==> src/rtl/mc_pkg.sv <==
// Shared definitions for the Monte Carlo run scheduler.
//  - default widths (SEED_W, N_W), percentage scale (PCT_SCALE)
//  - scheduler state enum, small popcount helper
package mc_pkg;

    localparam int unsigned SEED_W    = 23;
    localparam int unsigned N_W       = 8;
    localparam int unsigned PCT_SCALE = 100;

    typedef enum logic [1:0] {
        IDLE = 2'd0,
        RUN  = 2'd1,
        DIV  = 2'd2,
        FIN  = 2'd3
    } state_e;

    // Count set bits of a lane vector (lane count is at most 8).
    function automatic logic [3:0] popcount8(input logic [7:0] v);
        logic [3:0] c;
        c = '0;
        for (int i = 0; i < 8; i++) begin
            c = c + 4'(v[i]);
        end
        return c;
    endfunction

endpackage

==> src/rtl/mc_pct_div.sv <==
// Sequential restoring divider, one quotient bit per cycle (NUM_W cycles).
// Ports:
//  clk, rst   clock, synchronous active-high reset
//  start      1-cycle pulse: latch num/den and begin dividing
//  num, den   dividend / divisor, sampled on start
//  quot       quotient, valid from ready and held until the next start
//  ready      1-cycle pulse when quot is valid
module mc_pct_div #(
    parameter int unsigned NUM_W = 15,
    parameter int unsigned DEN_W = 8
) (
    input  logic             clk,
    input  logic             rst,
    input  logic             start,
    input  logic [NUM_W-1:0] num,
    input  logic [DEN_W-1:0] den,
    output logic [NUM_W-1:0] quot,
    output logic             ready
);

    localparam int unsigned CNT_W = $clog2(NUM_W + 1);

    logic             active_q, active_d;
    logic [CNT_W-1:0] cnt_q, cnt_d;
    logic [DEN_W-1:0] rem_q, rem_d;
    logic [NUM_W-1:0] quo_q, quo_d;
    logic [DEN_W-1:0] den_q, den_d;
    logic             ready_q, ready_d;

    logic [DEN_W:0]   shifted_c;
    logic [DEN_W:0]   diff_c;
    logic             ge_c;

    // Dividend bits shift out of quo_q into the remainder; quotient bits shift in.
    always_comb begin
        active_d  = active_q;
        cnt_d     = cnt_q;
        rem_d     = rem_q;
        quo_d     = quo_q;
        den_d     = den_q;
        ready_d   = 1'b0;
        shifted_c = {rem_q, quo_q[NUM_W-1]};
        diff_c    = shifted_c - {1'b0, den_q};
        ge_c      = (shifted_c >= {1'b0, den_q});

        if (start) begin
            active_d = 1'b1;
            cnt_d    = CNT_W'(NUM_W);
            rem_d    = '0;
            quo_d    = num;
            den_d    = den;
        end else if (active_q) begin
            // Remainder stays below den, so the low DEN_W bits hold it exactly.
            rem_d = ge_c ? diff_c[DEN_W-1:0] : shifted_c[DEN_W-1:0];
            quo_d = {quo_q[NUM_W-2:0], ge_c};
            cnt_d = cnt_q - CNT_W'(1);
            if (cnt_q == CNT_W'(1)) begin
                active_d = 1'b0;
                ready_d  = 1'b1;
            end
        end
    end

    always_ff @(posedge clk) begin
        if (rst) begin
            active_q <= 1'b0;
            cnt_q    <= '0;
            rem_q    <= '0;
            quo_q    <= '0;
            den_q    <= '0;
            ready_q  <= 1'b0;
        end else begin
            active_q <= active_d;
            cnt_q    <= cnt_d;
            rem_q    <= rem_d;
            quo_q    <= quo_d;
            den_q    <= den_d;
            ready_q  <= ready_d;
        end
    end

    assign quot  = quo_q;
    assign ready = ready_q;

endmodule

==> src/rtl/mc_run_scheduler.sv <==
// Dispatches N Monte Carlo runs over LANES sim lanes, one run per lane at a time,
// gives each run seed_base+k, tallies results and computes P = success*100/N.
// Ports:
//  clk, rst              clock, synchronous active-high reset
//  start, n_runs, seed_base   batch request (n_runs/seed_base sampled on start)
//  lane_start, lane_seed      per-lane start pulse and seed
//  lane_done, lane_y          per-lane completion pulse and result
//  busy, done                 batch in progress / 1-cycle result pulse
//  num_success, num_runs      running tallies
//  p_pct                      success percentage, held until next start
module mc_run_scheduler #(
    parameter int unsigned LANES  = 4,
    parameter int unsigned SEED_W = mc_pkg::SEED_W,
    parameter int unsigned N_W    = mc_pkg::N_W
) (
    input  logic                     clk,
    input  logic                     rst,
    input  logic                     start,
    input  logic [N_W-1:0]           n_runs,
    input  logic [SEED_W-1:0]        seed_base,
    output logic [LANES-1:0]         lane_start,
    output logic [LANES*SEED_W-1:0]  lane_seed,
    input  logic [LANES-1:0]         lane_done,
    input  logic [LANES-1:0]         lane_y,
    output logic                     busy,
    output logic                     done,
    output logic [N_W-1:0]           num_success,
    output logic [N_W-1:0]           num_runs,
    output logic [7:0]               p_pct
);

    import mc_pkg::*;

    localparam int unsigned NUM_W = N_W + 7;

    state_e                    state_q, state_d;
    logic                      busy_q, busy_d;
    logic                      done_q, done_d;
    logic [LANES-1:0]          lane_start_q, lane_start_d;
    logic [LANES-1:0]          lane_busy_q, lane_busy_d;
    logic [LANES*SEED_W-1:0]   lane_seed_q, lane_seed_d;
    logic [N_W-1:0]            n_q, n_d;
    logic [N_W-1:0]            issued_q, issued_d;
    logic [SEED_W-1:0]         seed_next_q, seed_next_d;
    logic [N_W-1:0]            num_runs_q, num_runs_d;
    logic [N_W-1:0]            num_success_q, num_success_d;
    logic [7:0]                p_pct_q, p_pct_d;
    logic                      div_start_q, div_start_d;

    logic [LANES-1:0]          fin_c;
    logic [LANES-1:0]          succ_c;
    logic [LANES-1:0]          free_c;
    logic                      dispatch_en_c;
    logic [SEED_W-1:0]         dispatch_seed_c;
    logic [N_W-1:0]            issue_base_c;
    logic                      found_c;

    logic [NUM_W-1:0]          div_num;
    logic [NUM_W-1:0]          div_quot;
    logic                      div_ready;

    assign div_num = NUM_W'(num_success_q) * NUM_W'(PCT_SCALE);

    mc_pct_div #(
        .NUM_W (NUM_W),
        .DEN_W (N_W)
    ) u_div (
        .clk   (clk),
        .rst   (rst),
        .start (div_start_q),
        .num   (div_num),
        .den   (n_q),
        .quot  (div_quot),
        .ready (div_ready)
    );

    // Next-state, lane bookkeeping and dispatch.
    always_comb begin
        state_d       = state_q;
        busy_d        = busy_q;
        done_d        = 1'b0;
        lane_start_d  = '0;
        lane_seed_d   = lane_seed_q;
        n_d           = n_q;
        issued_d      = issued_q;
        seed_next_d   = seed_next_q;
        num_runs_d    = num_runs_q;
        num_success_d = num_success_q;
        p_pct_d       = p_pct_q;
        div_start_d   = 1'b0;

        // Only completions on lanes we started count; a freed lane is dispatchable at once.
        fin_c           = lane_done & lane_busy_q;
        succ_c          = fin_c & lane_y;
        free_c          = ~lane_busy_q | fin_c;
        lane_busy_d     = lane_busy_q & ~fin_c;
        dispatch_en_c   = 1'b0;
        dispatch_seed_c = seed_next_q;
        issue_base_c    = issued_q;
        found_c         = 1'b0;

        case (state_q)
            IDLE: begin
                if (start) begin
                    busy_d        = 1'b1;
                    n_d           = n_runs;
                    num_runs_d    = '0;
                    num_success_d = '0;
                    issued_d      = '0;
                    seed_next_d   = seed_base;
                    if (n_runs == '0) begin
                        state_d = FIN;
                    end else begin
                        // First run goes out on the edge that accepts start.
                        state_d         = RUN;
                        dispatch_en_c   = 1'b1;
                        dispatch_seed_c = seed_base;
                        issue_base_c    = '0;
                    end
                end
            end
            RUN: begin
                num_runs_d    = num_runs_q + N_W'(popcount8(8'(fin_c)));
                num_success_d = num_success_q + N_W'(popcount8(8'(succ_c)));
                dispatch_en_c = (issued_q < n_q);
                if (num_runs_q == n_q) begin
                    state_d     = DIV;
                    div_start_d = 1'b1;
                end
            end
            DIV: begin
                if (div_ready) begin
                    state_d = FIN;
                end
            end
            FIN: begin
                p_pct_d = (n_q == '0) ? 8'd0 : 8'(div_quot);
                done_d  = 1'b1;
                busy_d  = 1'b0;
                state_d = IDLE;
            end
            default: begin
                state_d = IDLE;
            end
        endcase

        // Lowest-index free lane wins.
        for (int i = 0; i < LANES; i++) begin
            if (dispatch_en_c && free_c[i] && !found_c) begin
                found_c                          = 1'b1;
                lane_start_d[i]                  = 1'b1;
                lane_busy_d[i]                   = 1'b1;
                lane_seed_d[i*SEED_W +: SEED_W]  = dispatch_seed_c;
            end
        end
        if (found_c) begin
            issued_d    = issue_base_c + N_W'(1);
            seed_next_d = dispatch_seed_c + SEED_W'(1);
        end
    end

    always_ff @(posedge clk) begin
        if (rst) begin
            state_q       <= IDLE;
            busy_q        <= 1'b0;
            done_q        <= 1'b0;
            lane_start_q  <= '0;
            lane_busy_q   <= '0;
            lane_seed_q   <= '0;
            n_q           <= '0;
            issued_q      <= '0;
            seed_next_q   <= '0;
            num_runs_q    <= '0;
            num_success_q <= '0;
            p_pct_q       <= '0;
            div_start_q   <= 1'b0;
        end else begin
            state_q       <= state_d;
            busy_q        <= busy_d;
            done_q        <= done_d;
            lane_start_q  <= lane_start_d;
            lane_busy_q   <= lane_busy_d;
            lane_seed_q   <= lane_seed_d;
            n_q           <= n_d;
            issued_q      <= issued_d;
            seed_next_q   <= seed_next_d;
            num_runs_q    <= num_runs_d;
            num_success_q <= num_success_d;
            p_pct_q       <= p_pct_d;
            div_start_q   <= div_start_d;
        end
    end

    assign lane_start  = lane_start_q;
    assign lane_seed   = lane_seed_q;
    assign busy        = busy_q;
    assign done        = done_q;
    assign num_success = num_success_q;
    assign num_runs    = num_runs_q;
    assign p_pct       = p_pct_q;

endmodule

==> config.mk <==
export PLATFORM = sky130hd
export DESIGN_NAME = mc_run_scheduler
export DESIGN_NICKNAME = d
export VERILOG_FILES = /design/src/rtl/mc_pkg.sv /design/src/rtl/mc_pct_div.sv /design/src/rtl/mc_run_scheduler.sv
export SDC_FILE = /design/constraint.sdc
export NUM_CORES = 1
export LEC_CHECK = 0
export ABC_CLOCK_PERIOD_IN_PS = 7200
export CAP_MARGIN = 20
export CORE_AREA = 2 2 188 227
export CTS_CLUSTER_DIAMETER = 120
export DETAILED_ROUTE_END_ITERATION = 12
export DIE_AREA = 0 0 190 229
export PLACE_DENSITY_LB_ADDON = 0.25
export SLEW_MARGIN = 25
export SYNTH_ARGS = -nofsm -noshare
export SYNTH_HDL_FRONTEND = slang
export SYNTH_SLANG_ARGS = --single-unit
==> constraint.sdc <==
create_clock -name clk -period 7.2 [get_ports clk]
set_input_delay 1.08 -clock clk [delete_from_list [all_inputs] [get_ports clk]]
set_output_delay 1.08 -clock clk [all_outputs]
set_load 0.05 [all_outputs]
Fig. 1: cell placement
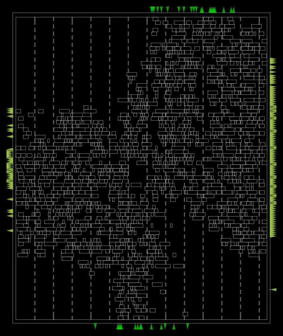
Placeable Area: 41300 um^2
Non-Filler Instances: 1889
final core occ: 0.320
fraction of area in registers: 0.310
fillers: 4376

Fig. 2: supply network
Pins as bars on the die edge. Tap cells in grey.
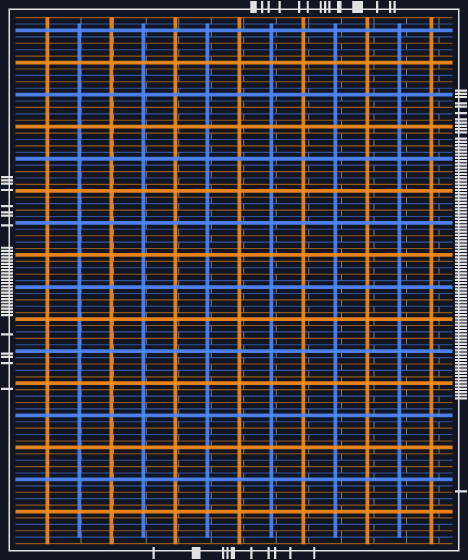
legend:
  blue:
    net: VDD
  orange:
    net: VSS
rows: 82
met1 rails: 83
signal pins: 164
met4 straps: 13
met5 straps: 16

==> impl_metrics.toml <==
# physical design summary
[sta]
tns_ns = 0
post-route-min-period_ns = 4.73
fin_hold_ws_ns = 0.486

[route]
drtIter0Drc = 429
met1_length_mm = 15.0
antenna_left = 0
viasPerCell = 4.75

[placed_design]
place_congestion = 0.784
io_buffers = 163

[worst_hold_path]
whs_path_depth = 2
hold_start = "seed_next_q[19]$_SDFFE_PP0P_"
hp-class = "reg2reg"

[clocking]
postCtsSetupRepairBufs = 0
htreeDepth = 1

[setup_path]
crit_buf_inv = 3
crit_path_top_delay_cell = "or4_4"
r2r_slack_ns = 2.96
critical_path_depth = 13
r2r_start = "state_q[0]$_SDFFE_PP0P_"
ff2ff_path_depth = 14

[power]
power_leader = "combinational cells"
p_int_mw = 2.62

[synthesis]
synthTopCellsByCount = "dfxtp_1, nor2_1, a211oi_1, nand2_1, a21oi_1"
ys_sh_aoi = 0.186
synth_flops = 205
syn_area_um2 = 10300
yosys_cells = 1193
syn_nets = 1298

[layout]
mostFrequentLayoutCells = "dfxtp_1, nor2_1, clkdlybuf4s50_1, a211oi_1, nand2_1"
dominant-cell-class = "multi-input combinational cells"
n_sequential_cell = 205
nClkBuffers = 33
n_antenna_cell = 0

[outcome]
status = "finished, final reports clean"

[job]
drv_cap = 0

[global_route]
overflow = 0
Fig. 3: the metal 2 layer
The bar under the picture is 50 um long.
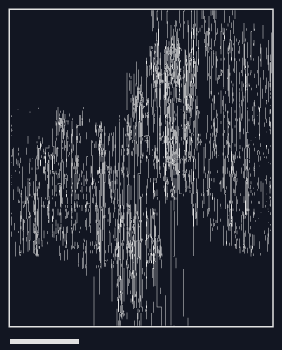
wire length on this layer: 13900 um
longest straight run: 100 um
share of all routed wire: 44%

